==> images/m1.png <==
Scale bar: 20 µm. Supply wires on this layer in grey.
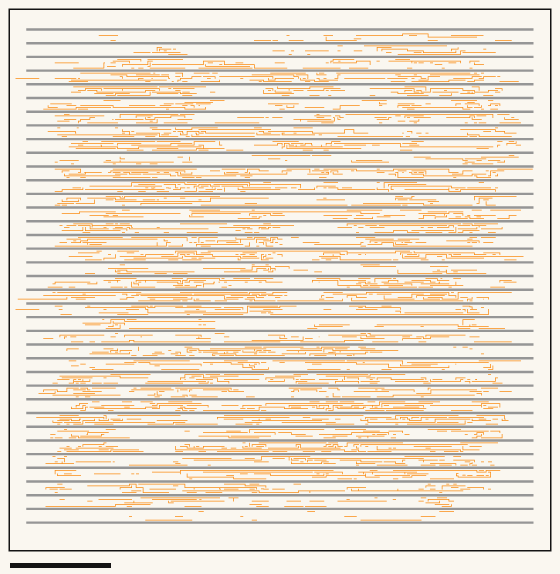
==> images/m2.png <==
Scale bar: 20 µm.
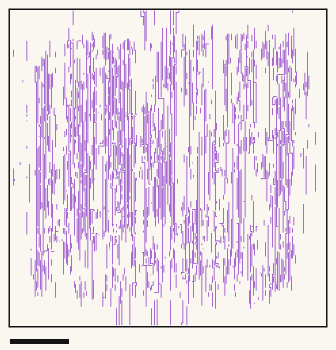
==> images/m3.png <==
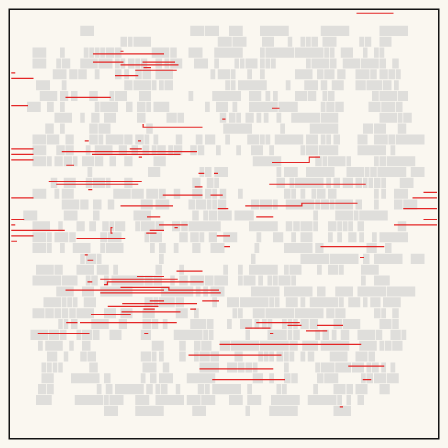
==> images/m4.png <==
Scale bar: 20 µm. Supply wires on this layer in grey.
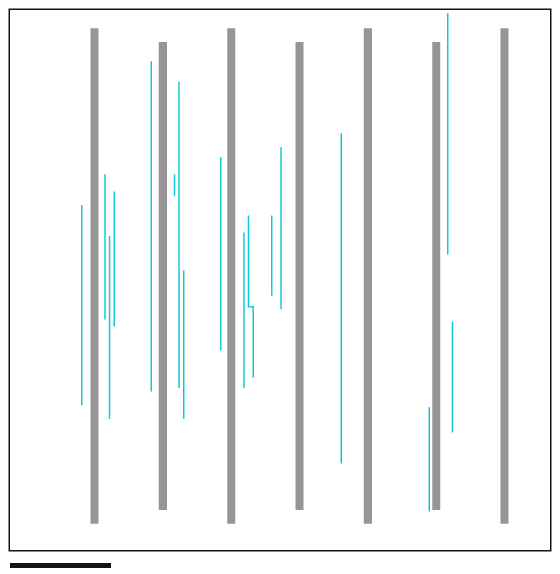
==> images/congestion_map.png <==
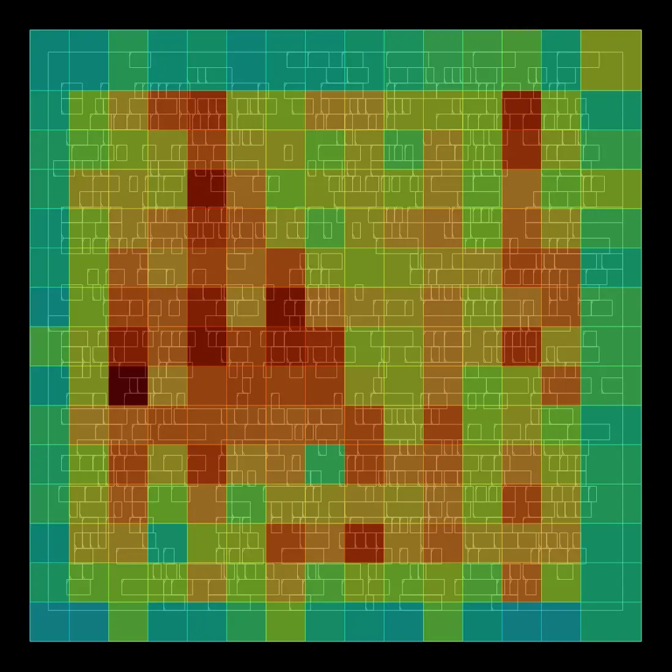
--- src/rtl/alu_seq_muldiv.sv ---
// Registered ALU with single-cycle logic/arith ops, iterative shift-add multiply and restoring divide.
// Optional ALU_CARRY_OVF_EN adds SC_OUT/OVF flags and widens the multiply accumulator to 2*WIDTH.
module alu_seq_muldiv #(
    parameter int WIDTH = 8
) (
    input  logic             CLK,
    input  logic             Reset,
    input  logic             IN_VALID,
    output logic             IN_READY,
    input  logic [3:0]       OP,
    input  logic [WIDTH-1:0] INPUTA,
    input  logic [WIDTH-1:0] INPUTB,
    output logic             OUT_VALID,
    input  logic             OUT_READY,
    output logic [WIDTH-1:0] OUT,
    output logic             ZERO,
`ifdef ALU_CARRY_OVF_EN
    output logic             SC_OUT,
    output logic             OVF,
`endif
    output logic             DIV0
);
    localparam int CNT_W = $clog2(WIDTH) + 1;
`ifdef ALU_CARRY_OVF_EN
    localparam int AW = 2 * WIDTH;
`else
    localparam int AW = WIDTH;
`endif
    localparam logic [WIDTH-1:0] W_LIM = WIDTH'(WIDTH);
    localparam logic [3:0] OP_MUL = 4'd7;
    localparam logic [3:0] OP_DIV = 4'd8;

    typedef enum logic [1:0] {IDLE, BUSY, DONE} state_t;

    state_t            state_q, state_d;
    logic              is_div_q, is_div_d;
    logic [AW-1:0]     mcand_q, mcand_d;
    logic [WIDTH-1:0]  mplier_q, mplier_d;
    logic [AW-1:0]     acc_q, acc_d;
    logic [WIDTH:0]    rem_q, rem_d;
    logic [CNT_W-1:0]  cnt_q, cnt_d;
    logic [WIDTH-1:0]  out_q, out_d;
    logic              zero_q, zero_d;
    logic              div0_q, div0_d;
    logic [WIDTH-1:0]  alu_res;
    logic [WIDTH:0]    rem_shift;
    logic              rem_ge;
`ifdef ALU_CARRY_OVF_EN
    logic              sc_q, sc_d, ovf_q, ovf_d, alu_sc, alu_ovf;
    logic [WIDTH:0]    add_w, sub_w;
    logic [2*WIDTH-1:0] lsh_wide, rsh_wide;

    assign add_w    = {1'b0, INPUTA} + {1'b0, INPUTB};
    assign sub_w    = {1'b0, INPUTA} - {1'b0, INPUTB};
    assign lsh_wide = {{WIDTH{1'b0}}, INPUTA} << INPUTB;
    assign rsh_wide = {INPUTA, {WIDTH{1'b0}}} >> INPUTB;
`endif

    // Restoring divide step: next dividend bit enters from the MSB of the shifted dividend.
    assign rem_shift = {rem_q[WIDTH-1:0], mcand_q[WIDTH-1]};
    assign rem_ge    = rem_shift >= {1'b0, mplier_q};

    always_comb begin
        alu_res = '0;
`ifdef ALU_CARRY_OVF_EN
        alu_sc  = 1'b0;
        alu_ovf = 1'b0;
`endif
        case (OP)
            4'd0: alu_res = INPUTA + INPUTB;
            4'd1: alu_res = INPUTA - INPUTB;
            4'd2: alu_res = INPUTA & INPUTB;
            4'd3: alu_res = INPUTA | INPUTB;
            4'd4: alu_res = INPUTA ^ INPUTB;
            4'd5: alu_res = (INPUTB >= W_LIM) ? '0 : INPUTA << INPUTB;
            4'd6: alu_res = (INPUTB >= W_LIM) ? '0 : INPUTA >> INPUTB;
            OP_DIV: alu_res = '1;
            4'd9: alu_res = INPUTA;
            4'd10: alu_res = INPUTB;
            default: alu_res = '0;
        endcase
`ifdef ALU_CARRY_OVF_EN
        case (OP)
            4'd0: begin
                alu_sc  = add_w[WIDTH];
                alu_ovf = (INPUTA[WIDTH-1] == INPUTB[WIDTH-1]) && (add_w[WIDTH-1] != INPUTA[WIDTH-1]);
            end
            4'd1: begin
                alu_sc  = sub_w[WIDTH];
                alu_ovf = (INPUTA[WIDTH-1] != INPUTB[WIDTH-1]) && (sub_w[WIDTH-1] != INPUTA[WIDTH-1]);
            end
            4'd5: alu_sc = lsh_wide[WIDTH];
            4'd6: alu_sc = rsh_wide[WIDTH-1];
            default: ;
        endcase
`endif
    end

    always_comb begin
        state_d  = state_q;
        is_div_d = is_div_q;
        mcand_d  = mcand_q;
        mplier_d = mplier_q;
        acc_d    = acc_q;
        rem_d    = rem_q;
        cnt_d    = cnt_q;
        out_d    = out_q;
        zero_d   = zero_q;
        div0_d   = div0_q;
`ifdef ALU_CARRY_OVF_EN
        sc_d     = sc_q;
        ovf_d    = ovf_q;
`endif
        case (state_q)
            IDLE: begin
                if (IN_VALID) begin
                    div0_d = 1'b0;
`ifdef ALU_CARRY_OVF_EN
                    sc_d  = 1'b0;
                    ovf_d = 1'b0;
`endif
                    if (OP == OP_MUL || (OP == OP_DIV && INPUTB != '0)) begin
                        is_div_d = (OP == OP_DIV);
                        mcand_d  = AW'(INPUTA);
                        mplier_d = INPUTB;
                        acc_d    = '0;
                        rem_d    = '0;
                        cnt_d    = CNT_W'(WIDTH);
                        state_d  = BUSY;
                    end else begin
                        out_d   = alu_res;
                        zero_d  = (alu_res == '0);
                        div0_d  = (OP == OP_DIV);
                        state_d = DONE;
`ifdef ALU_CARRY_OVF_EN
                        sc_d  = alu_sc;
                        ovf_d = alu_ovf;
`endif
                    end
                end
            end
            BUSY: begin
                mcand_d = mcand_q << 1;
                cnt_d   = cnt_q - CNT_W'(1);
                if (is_div_q) begin
                    rem_d = rem_ge ? (rem_shift - {1'b0, mplier_q}) : rem_shift;
                    acc_d = {acc_q[AW-2:0], rem_ge};
                end else begin
                    mplier_d = mplier_q >> 1;
                    acc_d    = acc_q + (mplier_q[0] ? mcand_q : '0);
                end
                // Last iteration lands its bit and writes the result in the same cycle.
                if (cnt_q == CNT_W'(1)) begin
                    out_d   = acc_d[WIDTH-1:0];
                    zero_d  = (acc_d[WIDTH-1:0] == '0);
                    state_d = DONE;
`ifdef ALU_CARRY_OVF_EN
                    sc_d = !is_div_q && (acc_d[AW-1:WIDTH] != '0);
`endif
                end
            end
            DONE: begin
                if (OUT_READY) state_d = IDLE;
            end
            default: state_d = IDLE;
        endcase
    end

    always_ff @(posedge CLK) begin
        if (Reset) begin
            state_q  <= IDLE;
            is_div_q <= 1'b0;
            mcand_q  <= '0;
            mplier_q <= '0;
            acc_q    <= '0;
            rem_q    <= '0;
            cnt_q    <= '0;
            out_q    <= '0;
            zero_q   <= 1'b0;
            div0_q   <= 1'b0;
`ifdef ALU_CARRY_OVF_EN
            sc_q     <= 1'b0;
            ovf_q    <= 1'b0;
`endif
        end else begin
            state_q  <= state_d;
            is_div_q <= is_div_d;
            mcand_q  <= mcand_d;
            mplier_q <= mplier_d;
            acc_q    <= acc_d;
            rem_q    <= rem_d;
            cnt_q    <= cnt_d;
            out_q    <= out_d;
            zero_q   <= zero_d;
            div0_q   <= div0_d;
`ifdef ALU_CARRY_OVF_EN
            sc_q     <= sc_d;
            ovf_q    <= ovf_d;
`endif
        end
    end

    assign IN_READY  = (state_q == IDLE);
    assign OUT_VALID = (state_q == DONE);
    assign OUT       = out_q;
    assign ZERO      = zero_q;
    assign DIV0      = div0_q;
`ifdef ALU_CARRY_OVF_EN
    assign SC_OUT    = sc_q;
    assign OVF       = ovf_q;
`endif

endmodule

--- config.mk ---
export PLATFORM = sky130hd
export DESIGN_NAME = alu_seq_muldiv
export DESIGN_NICKNAME = d
export VERILOG_FILES = /design/src/rtl/alu_seq_muldiv.sv
export SDC_FILE = /design/constraint.sdc
export NUM_CORES = 1
export LEC_CHECK = 0
export CAP_MARGIN = 40
export CORE_MARGIN = 3
export CORE_UTILIZATION = 45
export DETAILED_ROUTE_END_ITERATION = 6
export GPL_TIMING_DRIVEN = 0
export PLACE_DENSITY_LB_ADDON = 0.1
export SLEW_MARGIN = 30
export SYNTH_ARGS = -nofsm -noshare
export SYNTH_HDL_FRONTEND = slang
export SYNTH_SLANG_ARGS = --single-unit
--- constraint.sdc ---
create_clock -name CLK -period 10.55 [get_ports CLK]
set_input_delay 1.5825 -clock CLK [delete_from_list [all_inputs] [get_ports CLK]]
set_output_delay 1.5825 -clock CLK [all_outputs]
set_load 0.01 [all_outputs]
==> CHANGELOG.md <==
### Changed

* Worst EP required at 10.73 ns
* Post-detailed-route count of antenna-violating nets at 0
* Setup-failing EPs final at 0
* Clk sinks at 49
* Crit path max-delay family: simple AND/OR/NAND/NOR gates
* Die y size at 107 µm
* Leak at 1.93 nW
* Top-Level Pins at 36
* Largest net degree at the start of global routing at 15
* Post-synth top cells: 90 x nor2_1, 59 x nand2_1, 54 x a21oi_1, 49 x dfxtp_1, 42 x ha_1
* Reg2reg end: rem_q[2]$_SDFFE_PP0P_
* Cycle use final at 52.6%
* Antenna diodes at 0
* Post-placement cell area at 0.00513 mm²
* Run status: complete, no violations
* Comb pwr at 0.179 mW
* DP Worst Slack at 4.68 ns
* Final Slew Violations at 0
* Final net count at 741
* Die area at 0.0115 mm²
* CTS buffer count at 5
* CP peak stage delay at 0.42 ns
* IO buf count at 34
* Crit end category: flip-flop
* Hold Fails Final Rpt at 0
* Worst Hold Path EP: OUT[6]$_SDFFE_PP0P_
* N_taps at 133
* Count leader, synth: nor2_1
* Initial antenna violation count at 0
* Syn Nets at 699
About m1.png:
- main direction: horizontal
- share of all routed wire: 44%
- wire length on this layer: 6640 µm
- nets with wire on the layer: 681
- longest straight run: 43.2 µm
routed vias: 4826
total routed wirelength: 15000 µm
met1 Use GR: 35.0%

About m2.png:
- main direction: vertical
- share of all routed wire: 46%
- longest straight run: 64.3 µm
- wire length on this layer: 6940 µm
met2 usage: 45.2%

About m3.png:
- main direction: horizontal
- longest straight run: 35.2 µm
- wire length on this layer: 823 µm
- share of all routed wire: 5.5%
- nets with wire on the layer: 69
met3 Usage GRT: 3.07%

About m4.png:
- longest straight run: 65.3 µm
- wire length on this layer: 594 µm
- main direction: vertical
- nets with wire on the layer: 17
- share of all routed wire: 4.0%

About congestion_map.png:
busiest grt layer: met2
final core occ: 52.8%

Power and IR drop assume default switching activity.
